### config.mk
export PLATFORM = sky130hd
export DESIGN_NAME = lcd_timing_gen
export DESIGN_NICKNAME = d
export VERILOG_FILES = /design/src/rtl/lcd_timing_gen.sv
export SDC_FILE = /design/constraint.sdc
export NUM_CORES = 1
export LEC_CHECK = 0
export CAP_MARGIN = 5
export CORE_UTILIZATION = 48
export CTS_CLUSTER_DIAMETER = 30
export DETAILED_ROUTE_END_ITERATION = 10
export PLACE_DENSITY = 0.83
export SLEW_MARGIN = 10
export SYNTH_ARGS = -nofsm -noshare
export SYNTH_HDL_FRONTEND = slang
export SYNTH_SLANG_ARGS = --single-unit
### constraint.sdc
create_clock -name i_video_clk -period 2.8 [get_ports i_video_clk]
set_input_delay 0.7 -clock i_video_clk [delete_from_list [all_inputs] [get_ports i_video_clk]]
set_output_delay 0.7 -clock i_video_clk [all_outputs]
set_load 0.01 [all_outputs]
### src/rtl/lcd_timing_gen.sv
// rtl/lcd_timing_gen.sv - LCD HS/VS/DE timing generator with DMA read strobes and pixel realignment
// Optional colour-bar source: define LCD_TIMING_GEN_TEST_PATTERN_EN.
module lcd_timing_gen #(
    parameter int H_ACTIVE   = 800,
    parameter int H_FP       = 40,
    parameter int H_SYNC     = 128,
    parameter int H_BP       = 88,
    parameter int V_ACTIVE   = 480,
    parameter int V_FP       = 1,
    parameter int V_SYNC     = 3,
    parameter int V_BP       = 21,
    parameter int RD_LATENCY = 1,
    parameter int DATA_WIDTH = 16,
    parameter int SYNC_POL   = 0
) (
    input  logic                  i_video_clk,
    input  logic                  i_video_rstn,
    input  logic                  i_enable,
`ifdef LCD_TIMING_GEN_TEST_PATTERN_EN
    input  logic                  i_pattern_sel,
`endif
    output logic [15:0]           o_rd_video_width,
    output logic [15:0]           o_rd_video_high,
    output logic                  o_rd_video_field,
    output logic                  o_rd_video_valid,
    input  logic [DATA_WIDTH-1:0] i_rd_video_data,
    input  logic                  i_rd_video_line_last,
    output logic                  o_lcd_hs,
    output logic                  o_lcd_vs,
    output logic                  o_lcd_de,
    output logic [DATA_WIDTH-1:0] o_lcd_data,
    output logic                  o_align_err
);

    localparam logic [15:0] H_ACT16  = 16'(H_ACTIVE);
    localparam logic [15:0] V_ACT16  = 16'(V_ACTIVE);
    localparam logic [15:0] H_TOTAL  = 16'(H_ACTIVE + H_FP + H_SYNC + H_BP);
    localparam logic [15:0] V_TOTAL  = 16'(V_ACTIVE + V_FP + V_SYNC + V_BP);
    localparam logic [15:0] HS_START = 16'(H_ACTIVE + H_FP);
    localparam logic [15:0] HS_END   = 16'(H_ACTIVE + H_FP + H_SYNC);
    localparam logic [15:0] VS_START = 16'(V_ACTIVE + V_FP);
    localparam logic [15:0] VS_END   = 16'(V_ACTIVE + V_FP + V_SYNC);
    localparam logic        SYNC_IDLE = (SYNC_POL == 0);

    typedef enum logic {S_IDLE, S_RUN} state_t;

    state_t      r_state, w_state_nxt;
    logic [15:0] r_h_cnt, r_v_cnt;
    logic        w_run, w_h_last, w_v_last, w_frame_end;
    logic        w_de0, w_hs0, w_vs0, w_last0;
    logic        r_de1, r_hs1, r_vs1, r_last1;
    logic [3:0]  r_sr [RD_LATENCY];
    logic        w_tap_hs, w_tap_vs, w_tap_de, w_tap_last;
    logic        w_align_bad, w_pat_on;
    logic [DATA_WIDTH-1:0] w_pix;

    assign o_rd_video_width = H_ACT16;
    assign o_rd_video_high  = V_ACT16;

    assign w_run       = (r_state == S_RUN);
    assign w_h_last    = (r_h_cnt == H_TOTAL - 16'd1);
    assign w_v_last    = (r_v_cnt == V_TOTAL - 16'd1);
    assign w_frame_end = w_run && w_h_last && w_v_last;

    always_ff @(posedge i_video_clk) begin
        if (!i_video_rstn) r_state <= S_IDLE;
        else               r_state <= w_state_nxt;
    end

    // Stopping is only honoured on the last clock of a frame, so frames are never cut short.
    always_comb begin
        w_state_nxt = r_state;
        case (r_state)
            S_IDLE:  if (i_enable) w_state_nxt = S_RUN;
            S_RUN:   if (w_frame_end && !i_enable) w_state_nxt = S_IDLE;
            default: w_state_nxt = S_IDLE;
        endcase
    end

    always_ff @(posedge i_video_clk) begin
        if (!i_video_rstn || r_state == S_IDLE) begin
            r_h_cnt <= '0;
            r_v_cnt <= '0;
        end else if (w_h_last) begin
            r_h_cnt <= '0;
            r_v_cnt <= w_v_last ? 16'd0 : r_v_cnt + 16'd1;
        end else begin
            r_h_cnt <= r_h_cnt + 16'd1;
        end
    end

    assign w_de0   = w_run && (r_h_cnt < H_ACT16) && (r_v_cnt < V_ACT16);
    assign w_hs0   = w_run && (r_h_cnt >= HS_START) && (r_h_cnt < HS_END);
    assign w_vs0   = w_run && (r_v_cnt >= VS_START) && (r_v_cnt < VS_END);
    assign w_last0 = w_de0 && (r_h_cnt == H_ACT16 - 16'd1);

    // Stage 1 doubles as the DMA strobe; the shift register then waits out the read latency.
    always_ff @(posedge i_video_clk) begin
        if (!i_video_rstn) begin
            r_de1   <= 1'b0;
            r_hs1   <= 1'b0;
            r_vs1   <= 1'b0;
            r_last1 <= 1'b0;
            for (int i = 0; i < RD_LATENCY; i++) r_sr[i] <= '0;
        end else begin
            r_de1   <= w_de0;
            r_hs1   <= w_hs0;
            r_vs1   <= w_vs0;
            r_last1 <= w_last0;
            r_sr[0] <= {r_hs1, r_vs1, r_de1, r_last1};
            for (int i = 1; i < RD_LATENCY; i++) r_sr[i] <= r_sr[i-1];
        end
    end

    assign {w_tap_hs, w_tap_vs, w_tap_de, w_tap_last} = r_sr[RD_LATENCY-1];
    assign o_rd_video_valid = r_de1 && !w_pat_on;
    assign o_rd_video_field = r_vs1;

`ifdef LCD_TIMING_GEN_TEST_PATTERN_EN
    logic                  r_pat;
    logic [15:0]           r_h1;
    logic [15:0]           r_sr_h [RD_LATENCY];
    logic [2:0]            w_bar_idx;
    logic [DATA_WIDTH-1:0] w_bar_color;

    always_ff @(posedge i_video_clk) begin
        if (!i_video_rstn) begin
            r_pat <= 1'b0;
            r_h1  <= '0;
            for (int i = 0; i < RD_LATENCY; i++) r_sr_h[i] <= '0;
        end else begin
            if ((r_state == S_IDLE && i_enable) || w_frame_end) r_pat <= i_pattern_sel;
            r_h1      <= r_h_cnt;
            r_sr_h[0] <= r_h1;
            for (int i = 1; i < RD_LATENCY; i++) r_sr_h[i] <= r_sr_h[i-1];
        end
    end

    assign w_pat_on  = r_pat;
    assign w_bar_idx = 3'((32'(r_sr_h[RD_LATENCY-1]) * 32'd8) / 32'(H_ACTIVE));

    always_comb begin
        w_bar_color = '0;
        case (w_bar_idx)
            3'd0: w_bar_color = DATA_WIDTH'(16'hFFFF);
            3'd1: w_bar_color = DATA_WIDTH'(16'hFFE0);
            3'd2: w_bar_color = DATA_WIDTH'(16'h07FF);
            3'd3: w_bar_color = DATA_WIDTH'(16'h07E0);
            3'd4: w_bar_color = DATA_WIDTH'(16'hF81F);
            3'd5: w_bar_color = DATA_WIDTH'(16'hF800);
            3'd6: w_bar_color = DATA_WIDTH'(16'h001F);
            default: w_bar_color = '0;
        endcase
    end

    assign w_pix = w_pat_on ? w_bar_color : i_rd_video_data;
`else
    assign w_pat_on = 1'b0;
    assign w_pix    = i_rd_video_data;
`endif

    // line_last must coincide exactly with the delayed last-pixel flag; a stray marker outside DE also counts.
    assign w_align_bad = w_tap_de ? (i_rd_video_line_last != w_tap_last) : i_rd_video_line_last;

    always_ff @(posedge i_video_clk) begin
        if (!i_video_rstn) begin
            o_lcd_de    <= 1'b0;
            o_lcd_hs    <= SYNC_IDLE;
            o_lcd_vs    <= SYNC_IDLE;
            o_lcd_data  <= '0;
            o_align_err <= 1'b0;
        end else begin
            o_lcd_de    <= w_tap_de;
            o_lcd_hs    <= w_tap_hs ? ~SYNC_IDLE : SYNC_IDLE;
            o_lcd_vs    <= w_tap_vs ? ~SYNC_IDLE : SYNC_IDLE;
            o_lcd_data  <= w_tap_de ? w_pix : '0;
            o_align_err <= o_align_err | (w_align_bad & ~w_pat_on);
        end
    end

endmodule

==> impl_metrics.ini <==
; generated from flow reports
[run_status]
status = finished, final reports clean

[clocking]
ctsHoldBuffers = 0
htree_levels = 3
post-cts-setup-buffers = 0
insertion_delay_ns = 0.33
cts_inserted_buffers = 9
clockRootBuffer = clkbuf_8
cts_tree = built
post_cts_resized = 0
cts.reportedPaths.clkPinSlew_ns = 0.06
clock-sinks = 61
cts_max_path_buffers = 2

[timing]
clock_skew_ns = 0.008028
max_clock_freq_mhz = 433.7
drv_slew = 0
tightestPinTransition_ns = 0.5974
max_slew_margin = 0.6006
setup_viol = 0
rsz0062_at_grt = no
period_used_share = 0.8235
hold_viol = 0
setup_ws_ns = 0.4943
tns_ns = 0
timing.final.crit_period_ns = 2.306

[worst_setup_path]
crit_chain = or4b_1, or4_1, nand2_1, nor2_1
r2r_start = r_h_cnt[10]
crit_start = r_h_cnt[10]
crit_path_max_incr_delay_ns = 0.71
crit_required_ns = 3.00
arrival_ns = 2.51
start_kind = flip-flop
crit_path_top_delay_cell = or4_1
r2r_slack_ns = 0.49
worstSetupEndpointType = flip-flop
cp_max_fo = 15
reg2regPathDepth = 4
cp-endpoint = r_h_cnt[12]
critical_path_class = reg2reg
r2r_end = r_h_cnt[12]

[floorplan]
die-width_microns = 76.95
core_sq_um = 5270
num_tap_cells = 70
die-area_sq_um = 5921
pin_count = 74
fp_util = 0.5116
core.rowCount = 26

[finish]
regArea_sq_um = 1221
logic_area_sq_um = 1241
clk_share = 0.07317
n_clock_buffer = 12
largestClassByArea = combinational gates
num_antenna_cells = 0
seq_share = 0.3720
signal_buffers = 47
nonClkBufAreaFrac = 0.1387
fin_area_sq_um = 3283
fin_util = 0.6230
comb_cells = 222
n_all_inverters = 10
final_net_count = 375
flops = 61
sh_comb_area = 0.3780
area_growth_pct = 21.76

[detailed_routing]
drt_iter0_drc = 106
drt_pre_antenna_iters = 4
drc_errors = 0

[place]
gp_congestion = 0.8096
portBuffers = 41
dp_slack_ns = 0.5386
placed_area_sq_um = 3043
hpwl_microns = 3518

[worst_hold_path]
worst_hold_path.num_cells = 1
hold_end = o_lcd_hs
min_from = r_sr[0][3]
hp-class = reg2reg

[synth]
yosys-top-cells-count = dfxtp_1 (61), buf_4 (34), nand2_1 (25)
ys_seq_share = 0.4529
area_leaders = dfxtp_1 (45%), buf_4 (9.5%), and3_1 (4.4%)
ys_types = 37
yosysWarnings = 0
top_area_cell = dfxtp_1
ys_area_sq_um = 2696
synth.avg_cell_area_sq_um = 8.726
synthDominantCellAreaShare = 0.4529
most_common_cell = dfxtp_1
flop_cell = dfxtp_1
ys_cells = 309
synthCells = 309
async_reset_ff_frac = 0
synth_area_sq_um = 2696
synth_flops = 61

[flow_run]
warnings = 28
maxCapViolations = 0

[power]
p_per_area_nw_per_um2 = 582.1
leakagePower_nw = 1.223
peakVddDrop_uv = 235.5
power_w = 0.001911

[grt]
grt_max_degree = 26
busiest_layer = met2
met3_usage = 0.04881
use_met2 = 0.2795
grt_pass1_wl_microns = 8825
antenna_found_initial = 0
grtUsageMet1 = 0.2415
## worst max-delay path: cells and delay by family (launching register included)
kind             cells  cell delay, ns
flip-flops           1            0.46
AND/OR/NAND/NOR      4            1.73
## logic make-up after synthesis
logic type | after synthesis | synth area share
flip-flops | 61 | 0.4529
XOR/XNOR | 13 | 0.04223
other | 2 | 0.002785
AND/OR/NAND/NOR | 132 | 0.2701
buffers and inverters | 56 | 0.1285
AND-OR/OR-AND | 41 | 0.08492
adder cells (fa/ha/maj) | 4 | 0.01856
## cells in the final DEF (no fill, tap or decap), drive strengths merged, types with 2 or more instances in the layout
cell type	n
nor3	4
inv	10
buf	6
nor4	7
xor2	2
or4	3
ha	4
xnor2	11
and3	19
o21ai	10
or3	15
conb	32
bufinv	3
a211oi	2
clkbuf	12
and2	8
nand4	9
nor2	18
clkdlybuf4s50	41
dfxtp	61
and4	4
a21oi	18
nand2	25
o22ai	7
nand3	14
## report_power, final
part | total (W) | internal [W] | switching [W]
Combinational | 0.0000926 | 0.0000433 | 0.0000493
Sequential | 0.000883 | 0.000877 | 0.00000601
Clock | 0.000935 | 0.000615 | 0.000320
## per-layer routing
layer	routed length, microns	part of all wire	vias to the layer above
met5	0	0	-
met4	81	0.015	0
met3	385	0.074	6
met2	2378	0.45	99
met1	2384	0.46	1012
li1	-	-	1101
## sequential cells by signal (all words and copies together) (netlist names)
name,flops
o_lcd_data,16
r_h_cnt,16
r_v_cnt,16
r_sr,4
o_align_err,1
o_lcd_de,1
o_lcd_hs,1
o_lcd_vs,1
o_rd_video_field,1
o_rd_video_valid,1
r_hs1,1
r_last1,1
r_state,1
Cell classes on the final placement:
Bar = 20 microns.
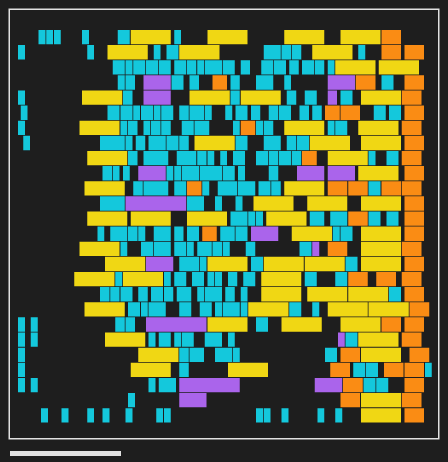
- flops: yellow (cells 61; share of their area 38%)
- combinational and other logic: cyan (cells 232; share of their area 40%)
- other buffers and delay cells: orange (cells 47; share of their area 14%)
- clock drivers and dummy loads: purple (cells 16; share of their area 7.5%)

Wiring by layer:
Bar = 20 microns. Two of the layers only.
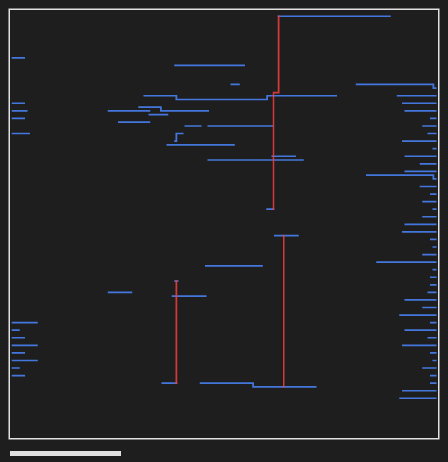
- metal 3: blue (wire length 386 microns)
- metal 4: red (wire length 81.2 microns)
via count: 2,218
per-cell routed wire length: 12.28 microns
gr usage total: 0.1872
final WL: 5230 microns

Gate families picked out:
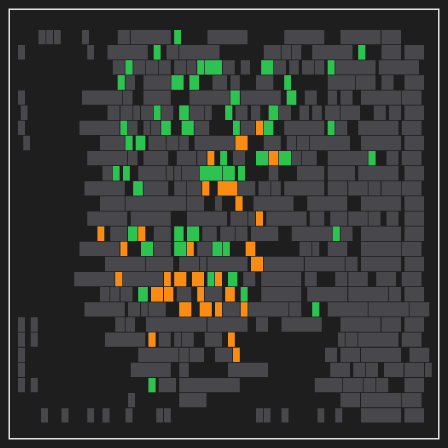
- NOR gates: orange (cells 30)
- NAND gates: green (cells 50)
final non-filler cell total: 426
Commonest Layout Cell: dfxtp_1

